Track usage over the die:
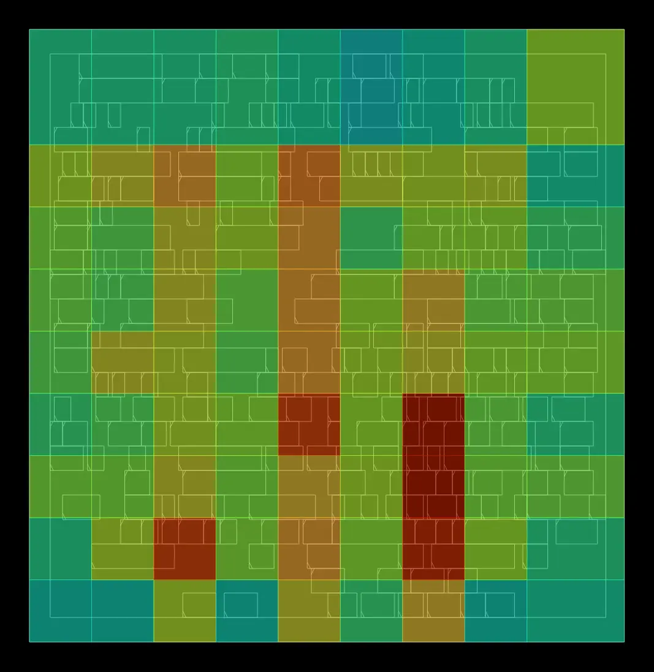
Wiring by layer:
The bar under the picture is 20 um long.
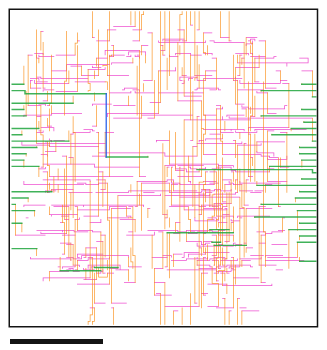
Signal metal coverage by tile:
The bar under the picture is 20 um long. The die is cut into 13 by 14 equal tiles; dark blue is low, red is high, scaled to the fullest tile. Values are wire area over tile area, all layers added.
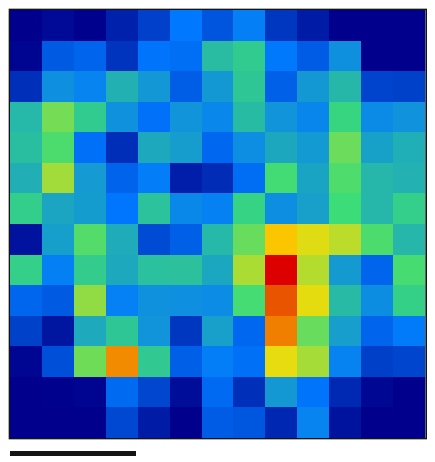
Where the registers sit:
The bar under the picture is 20 um long. Other sequential cells in the stronger grey, the rest of the logic in the fainter grey.
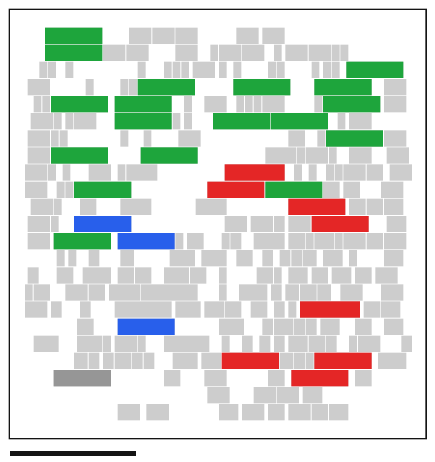
File: src/rtl/fetch_pkg.sv
// -----------------------------------------------------------------------------
// fetch_pkg
// Shared definitions for the instruction-fetch sequencer:
//   INSTR_W            instruction word width (18-bit processor)
//   FETCH_TIMEOUT_CYC  default FETCH-cycle budget when the fetch timeout is built
//   state_t            sequencer FSM states
// -----------------------------------------------------------------------------
package fetch_pkg;

    localparam int INSTR_W           = 18;
    localparam int FETCH_TIMEOUT_CYC = 15;

    typedef enum logic [2:0] {
        ST_IDLE  = 3'd0,
        ST_FETCH = 3'd1,
        ST_WRITE = 3'd2,
        ST_ISSUE = 3'd3,
        ST_EXEC  = 3'd4
    } state_t;

endpackage

File: src/rtl/fetch_pc.sv
// -----------------------------------------------------------------------------
// fetch_pc
// Program counter register. Load beats increment; the increment wraps modulo
// 2^ADDR_W.
// Ports:
//   clk         system clock
//   rst         asynchronous active-low reset (PC <= RESET_PC)
//   inc_i       advance PC by one
//   load_i      take load_val_i (priority over inc_i)
//   load_val_i  branch target
//   pc_o        current PC
// -----------------------------------------------------------------------------
module fetch_pc #(
    parameter int ADDR_W   = 8,
    parameter int RESET_PC = 0
) (
    input  logic              clk,
    input  logic              rst,
    input  logic              inc_i,
    input  logic              load_i,
    input  logic [ADDR_W-1:0] load_val_i,
    output logic [ADDR_W-1:0] pc_o
);

    logic [ADDR_W-1:0] pc_q, pc_d;

    always_comb begin
        pc_d = pc_q;
        if (load_i)
            pc_d = load_val_i;
        else if (inc_i)
            pc_d = pc_q + ADDR_W'(1);
    end

    always_ff @(posedge clk or negedge rst) begin
        if (!rst)
            pc_q <= ADDR_W'(RESET_PC);
        else
            pc_q <= pc_d;
    end

    assign pc_o = pc_q;

endmodule

File: src/rtl/fetch_sequencer.sv
// -----------------------------------------------------------------------------
// fetch_sequencer
// Instruction-fetch controller: reads the word at PC from program memory,
// writes it into the IR (wr_IR pulse), then has the IR present it to the
// decoder (re_IR pulse) and waits for the execute stage.
//
// Build option: FETCH_TIMEOUT_EN -- bound FETCH to TIMEOUT_CYC cycles without
// mem_ack; on expiry go IDLE and raise sticky fetch_err (run then ignored
// until reset). Without it FETCH waits forever and fetch_err is tied 0.
//
// Ports:
//   clk, rst            clock / asynchronous active-low reset
//   run, halt           start fetching (sampled in IDLE) / stop after current instr
//   mem_re, mem_addr    memory read request (held until ack) and address (= PC)
//   mem_ack, mem_data   read data valid / instruction word
//   IRin, wr_IR, re_IR  IR data, IR write pulse, IR read pulse
//   exec_done           execute stage finished current instruction
//   pc_load, pc_in      with exec_done in EXEC: branch to pc_in
//   pc_out              current PC
//   busy                high in every state except IDLE
//   fetch_err           sticky fetch timeout flag
// -----------------------------------------------------------------------------
module fetch_sequencer
    import fetch_pkg::*;
#(
    parameter int ADDR_W      = 8,
    parameter int RESET_PC    = 0,
    parameter int TIMEOUT_CYC = FETCH_TIMEOUT_CYC
) (
    input  logic               clk,
    input  logic               rst,
    input  logic               run,
    input  logic               halt,
    output logic               mem_re,
    output logic [ADDR_W-1:0]  mem_addr,
    input  logic               mem_ack,
    input  logic [INSTR_W-1:0] mem_data,
    output logic [INSTR_W-1:0] IRin,
    output logic               wr_IR,
    output logic               re_IR,
    input  logic               exec_done,
    input  logic               pc_load,
    input  logic [ADDR_W-1:0]  pc_in,
    output logic [ADDR_W-1:0]  pc_out,
    output logic               busy,
    output logic               fetch_err
);

    if (TIMEOUT_CYC < 1) begin : g_bad_timeout
        $error("TIMEOUT_CYC must be at least 1");
    end

    state_t             state_q, state_d;
    logic               halt_pend_q, halt_pend_d;
    logic [INSTR_W-1:0] ir_q, ir_d;
    logic               pc_inc, pc_ld;
    logic [ADDR_W-1:0]  pc;
    logic               run_ok;
    logic               timeout;

    fetch_pc #(
        .ADDR_W   (ADDR_W),
        .RESET_PC (RESET_PC)
    ) u_pc (
        .clk        (clk),
        .rst        (rst),
        .inc_i      (pc_inc),
        .load_i     (pc_ld),
        .load_val_i (pc_in),
        .pc_o       (pc)
    );

`ifdef FETCH_TIMEOUT_EN
    localparam int CNT_W = $clog2(TIMEOUT_CYC + 1);

    logic [CNT_W-1:0] cnt_q, cnt_d;
    logic             err_q, err_d;

    // Counts completed FETCH cycles without ack; any other state zeroes it,
    // so it is already clear on FETCH entry.
    assign timeout = (state_q == ST_FETCH) && !mem_ack &&
                     (cnt_q == CNT_W'(TIMEOUT_CYC - 1));

    always_comb begin
        cnt_d = '0;
        err_d = err_q;
        if (state_q == ST_FETCH && !mem_ack)
            cnt_d = cnt_q + CNT_W'(1);
        if (timeout)
            err_d = 1'b1;
    end

    always_ff @(posedge clk or negedge rst) begin
        if (!rst) begin
            cnt_q <= '0;
            err_q <= 1'b0;
        end else begin
            cnt_q <= cnt_d;
            err_q <= err_d;
        end
    end

    assign fetch_err = err_q;
    assign run_ok    = run & ~err_q;
`else
    assign timeout   = 1'b0;
    assign fetch_err = 1'b0;
    assign run_ok    = run;
`endif

    always_comb begin
        state_d = state_q;
        ir_d    = ir_q;
        pc_inc  = 1'b0;
        pc_ld   = 1'b0;
        mem_re  = 1'b0;
        wr_IR   = 1'b0;
        re_IR   = 1'b0;
        case (state_q)
            ST_IDLE: begin
                if (run_ok)
                    state_d = ST_FETCH;
            end
            ST_FETCH: begin
                mem_re = 1'b1;
                if (mem_ack) begin
                    ir_d    = mem_data;
                    pc_inc  = 1'b1;
                    state_d = ST_WRITE;
                end else if (timeout) begin
                    state_d = ST_IDLE;
                end
            end
            ST_WRITE: begin
                wr_IR   = 1'b1;
                state_d = ST_ISSUE;
            end
            ST_ISSUE: begin
                re_IR   = 1'b1;
                state_d = ST_EXEC;
            end
            ST_EXEC: begin
                if (exec_done) begin
                    // PC was already incremented at capture; a load replaces it.
                    pc_ld   = pc_load;
                    state_d = (halt_pend_q || halt) ? ST_IDLE : ST_FETCH;
                end
            end
            default: state_d = ST_IDLE;
        endcase
    end

    // halt is remembered while busy and only acted on at EXEC exit.
    always_comb begin
        halt_pend_d = halt_pend_q;
        if (state_d == ST_IDLE)
            halt_pend_d = 1'b0;
        else if (state_q != ST_IDLE && halt)
            halt_pend_d = 1'b1;
    end

    always_ff @(posedge clk or negedge rst) begin
        if (!rst) begin
            state_q     <= ST_IDLE;
            halt_pend_q <= 1'b0;
            ir_q        <= '0;
        end else begin
            state_q     <= state_d;
            halt_pend_q <= halt_pend_d;
            ir_q        <= ir_d;
        end
    end

    assign IRin     = ir_q;
    assign mem_addr = pc;
    assign pc_out   = pc;
    assign busy     = (state_q != ST_IDLE);

endmodule

File: config.mk
export PLATFORM = sky130hd
export DESIGN_NAME = fetch_sequencer
export DESIGN_NICKNAME = d
export VERILOG_FILES = /design/src/rtl/fetch_pkg.sv /design/src/rtl/fetch_pc.sv /design/src/rtl/fetch_sequencer.sv
export SDC_FILE = /design/constraint.sdc
export NUM_CORES = 1
export LEC_CHECK = 0
export CORE_AREA = 2 2 64 66
export CTS_CLUSTER_DIAMETER = 200
export DETAILED_ROUTE_END_ITERATION = 8
export DIE_AREA = 0 0 66 68
export GPL_TIMING_DRIVEN = 0
export PLACE_DENSITY = 0.78
export SETUP_SLACK_MARGIN = 0.2
export SLEW_MARGIN = 20
export SYNTH_ARGS = -nofsm -noshare
export SYNTH_HDL_FRONTEND = slang
export SYNTH_SLANG_ARGS = --single-unit
File: constraint.sdc
create_clock -name clk -period 1.8 [get_ports clk]
set_input_delay 0.36 -clock clk [delete_from_list [all_inputs] [get_ports clk]]
set_output_delay 0.36 -clock clk [all_outputs]
set_load 0.01 [all_outputs]
==> writeup.txt <==
The tools report the number of global-route vias before repair as 1340. During I/O placement, the number of pins put on the boundary was 72. The effective utilization at floorplan is 0.382, and the shortest clock period the worst path allows after layout is 1650 ps. The run gives 0.509 for the sequential element share of the synthesized area.

The logs give 2230 sq um for the instance area after placement and 31 for the maximum number of pins on one net before global-route repair. With the routed wirelength normalized by instance count at 11.9 um, the total cell area reported by yosys after synthesis is 1470 sq um. In the routed design, unresolved DRC markers number 0. The run gives 0 as the final global-route overflow total. The CTS buffer count was 5; the transition time at the pin with the least slew margin was 665 ps. The mapped netlist covers 1470 sq um. The top cell types in the final layout, fill and taps aside, are sky130_fd_sc_hd__nand2_1, sky130_fd_sc_hd__clkdlybuf4s50_1, sky130_fd_sc_hd__dfrtp_1.

The run gives 2 for the number of buffers on the longest clock path. The design draws 4.00 mW. The floorplan die height is 68 um. Per the CTS log, the root buffer master is sky130_fd_sc_hd__clkbuf_8. The maximum fanout count along the critical path works out to 6.

The flow ran to the end, and the final reports show no timing, DRC or antenna violations. The synthesized design contains 30 register bits. Setup slack closes at 152 ps.

According to the floorplan log, the row count is 23. At the worst endpoint, the required time is 1440 ps. The synthesized area per cell was 9.21 sq um. Yosys mapped the design onto 34 distinct sky130hd cell types. Hold is met by 115 ps.

The worst setup path is launched from a register. The most frequent logic cell in the layout was sky130_fd_sc_hd__nand2_1. Data arrives at the worst endpoint at 1290 ps. The number of antenna violations at the first check in global routing came out at 0. The run gives 288 for the layout net count.

The finished layout holds 305 standard cells, fillers aside. The final route contains 1387 vias. Fraction of met3 tracks used by global routing: 0.0658. Total clock sinks: 30. The sum of negative setup slack came out at 0 ps. In the log, the iteration count for the first detailed-route pass is 4. The skew report gives the latency at the later pin of the worst-skew pair as 270 ps. The final max-slew violation count recorded for this run is 0. The cell count listed in synth_stat.txt is 160, and the standard cell core area is 3860 sq um.

The detailed router reported a total wirelength of 3620 um. Summing all non-filler instances in the final layout gives an area of 2480 sq um. The run gives 4.55 for the number of vias per cell after detailed routing. The maximum clock rate was 607 MHz. Kind of capture point of the worst setup path: an output port.

At the end of routability-driven placement, the weighted congestion stood at 0.821. With the net count of the mapped netlist at 194, the clock input transition at the sequential cells of the worst setup and hold paths is 70 ps. The area of the die is 4490 sq um.

Setup repair after global routing could not meet its margin everywhere. The tools report the reported leakage power as 1.22 nW. The worst min-delay path category was primary input to asynchronous set/reset pin. TritonCTS built the clock tree. The wire-length estimate of the detail-placed layout is 2450 um. The setup skew after layout was 6.85 ps; the cell area power density was 1610 nW/um^2. With the share of final-layout standard cells stronger than drive strength 1 at 0.227, the share of the core filled with cells in the final layout is 0.642. The reported max-cap violation count is 0.

The run gives 160 for the count of mapped cells out of synthesis. The portion of the clock cycle consumed by the worst path in the final layout is 0.916. The count of input and output buffers is 70, and the post-placement cell count is 280.

The worst slew margin relative to its limit is 0.556. The critical path class was register to output port. The worst setup slack after placement is -82.9 ps. Compared with the post-synthesis result, the final layout area differs by 68.0%.

The first global-routing pass estimated 5730 um of wire. The end-of-flow timing check tallies setup violations at 0. The floorplan step set the die width to 66 um.

In this run the VDD rail shows a maximum IR drop of 0.000738 V. The run gives 0 for the final hold violation count. In this run the remaining antenna-violating nets after routing total 0. Diode insertion count for antenna repair: 0.

In this run, the number of DRC markers left after iteration 0 of detailed routing was 93. In this run the number of H-tree levels came out at 2. The logs give a warning total of 28.
## Picture notes: 'track usage over the die'
busiest metal layer after global routing: met2
total routing usage reported by global routing: 0.168
met2 global-route usage: 0.294
GR Util met1: 0.191

## Picture notes: 'wiring by layer'
legend:
  green:
    layer: M3
    wire_length: 320 um
  blue:
    layer: M4
    wire_length: 13.6 um
  magenta:
    layer: M1
    wire_length: 1470 um
  orange:
    layer: M2
    wire_length: 1820 um

## Picture notes: 'signal metal coverage by tile'
fullest tile: 0.44
nearly empty tiles: 11%
mean over tiles: 0.13

## Picture notes: 'where the registers sit'
legend:
  blue:
    netlist_name: state_q
    flops: 3
  red:
    netlist_name: u_pc.pc_o
    flops: 8
  green:
    netlist_name: IRin
    flops: 18
not coloured: 1

==> cell usage after synthesis (all sizes together) <==
cell     number  area, sq um
nand2        63          236
dfrtp        30          751
buf          17          135
o21ai         8         43.8
a21oi         5         25.0
nand3         5         25.0
nor2          4         15.0
and2          2         12.5
nor3          2         10.0
nor3b         2         15.0
nor4bb        2         50.1
xor2          2         17.5
a21o          1         7.51
a221o         1         10.0
a22oi         1         7.51
a41oi         1         8.76
and3          1         6.26
and3b         1         8.76
and4          1         8.76
clkbuf        1         3.75
conb          1         3.75
ha            1         12.5
nand2b        1         6.26
nand4         1         6.26
nand4b        1         8.76
nand4bb       1         11.3
nor2b         1         6.26
o211ai        1         7.51
o31ai         1         7.51
or3           1         6.26
==> sequential cells by signal, summed over array words and instances, names as in the netlist <==
name / cells
IRin: 18
u_pc.pc_o: 8
state_q: 3
halt_pend_q: 1
==> cells by family after synthesis <==
logic type | count (synthesis) | synth area share
AOI/OAI and AO/OA | 19 | 0.0798
xor gates and xnor gates | 2 | 0.0119
adders and majority gates | 1 | 0.00849
buffers and inverters | 18 | 0.0942
DFF | 30 | 0.509
other | 1 | 0.00254
and+or+nand+nor | 89 | 0.294
==> critical path, cell delays in order (launching register included) <==
cell and delay, ps:
sky130_fd_sc_hd__dfrtp_1 370, sky130_fd_sc_hd__buf_6 130, sky130_fd_sc_hd__or3_4 390, sky130_fd_sc_hd__buf_6 130
==> timing repair <==
| item | in CTS | in global routing |
|---|---|---|
| setup buffers | 14 | 2 |
| resized | 31 | 9 |
| setup endpoints to repair | 18 | 12 |
| gates cloned | 0 | 1 |
| hold buffers | 0 | 0 |
| pin swaps | 1 | 3 |
==> path summary, 6_finish.rpt <==
kind | start | to | slack [ps] | depth (start not counted)
worst max-delay path | state_q[0] | busy | 150 | 3
worst min-delay path | rst | u_pc.pc_o[3] | 110 | 1
worst max register to register | state_q[1] | u_pc.pc_o[0] | 240 | 6
worst min register to register | IRin[15] | IRin[15] | 470 | 2
max in group asynchronous | rst | u_pc.pc_o[0] | 1220 | 1
min in group clk | IRin[15] | IRin[15] | 470 | 2
==> report_power, final <==
part           total (mW)  switching [mW]  internal, mW  leakage (nW)
Combinational        2.27           0.957          1.32         0.795
Sequential           1.17           0.175         0.990         0.374
Clock               0.557           0.251         0.307        0.0472
Total                4.00            1.38          2.61          1.22
==> metal layers <==
metal	vias up	routed length, um
met1	622	1470
met4	0	13
met3	2	319
li1	707	-
met5	-	0
met2	56	1820
==> cell type report <==
cell class | count | area, sq um
sequential | 30 | 753
tap | 50 | 62.6
buffer | 18 | 144
fill | 338 | 1380
timing repair buffer | 87 | 817
multi-input combinational | 112 | 604
clock inverter | 2 | 12.5
clock buffer | 6 | 82.6
No activity file was given, so power comes from the tool's default toggle rates.
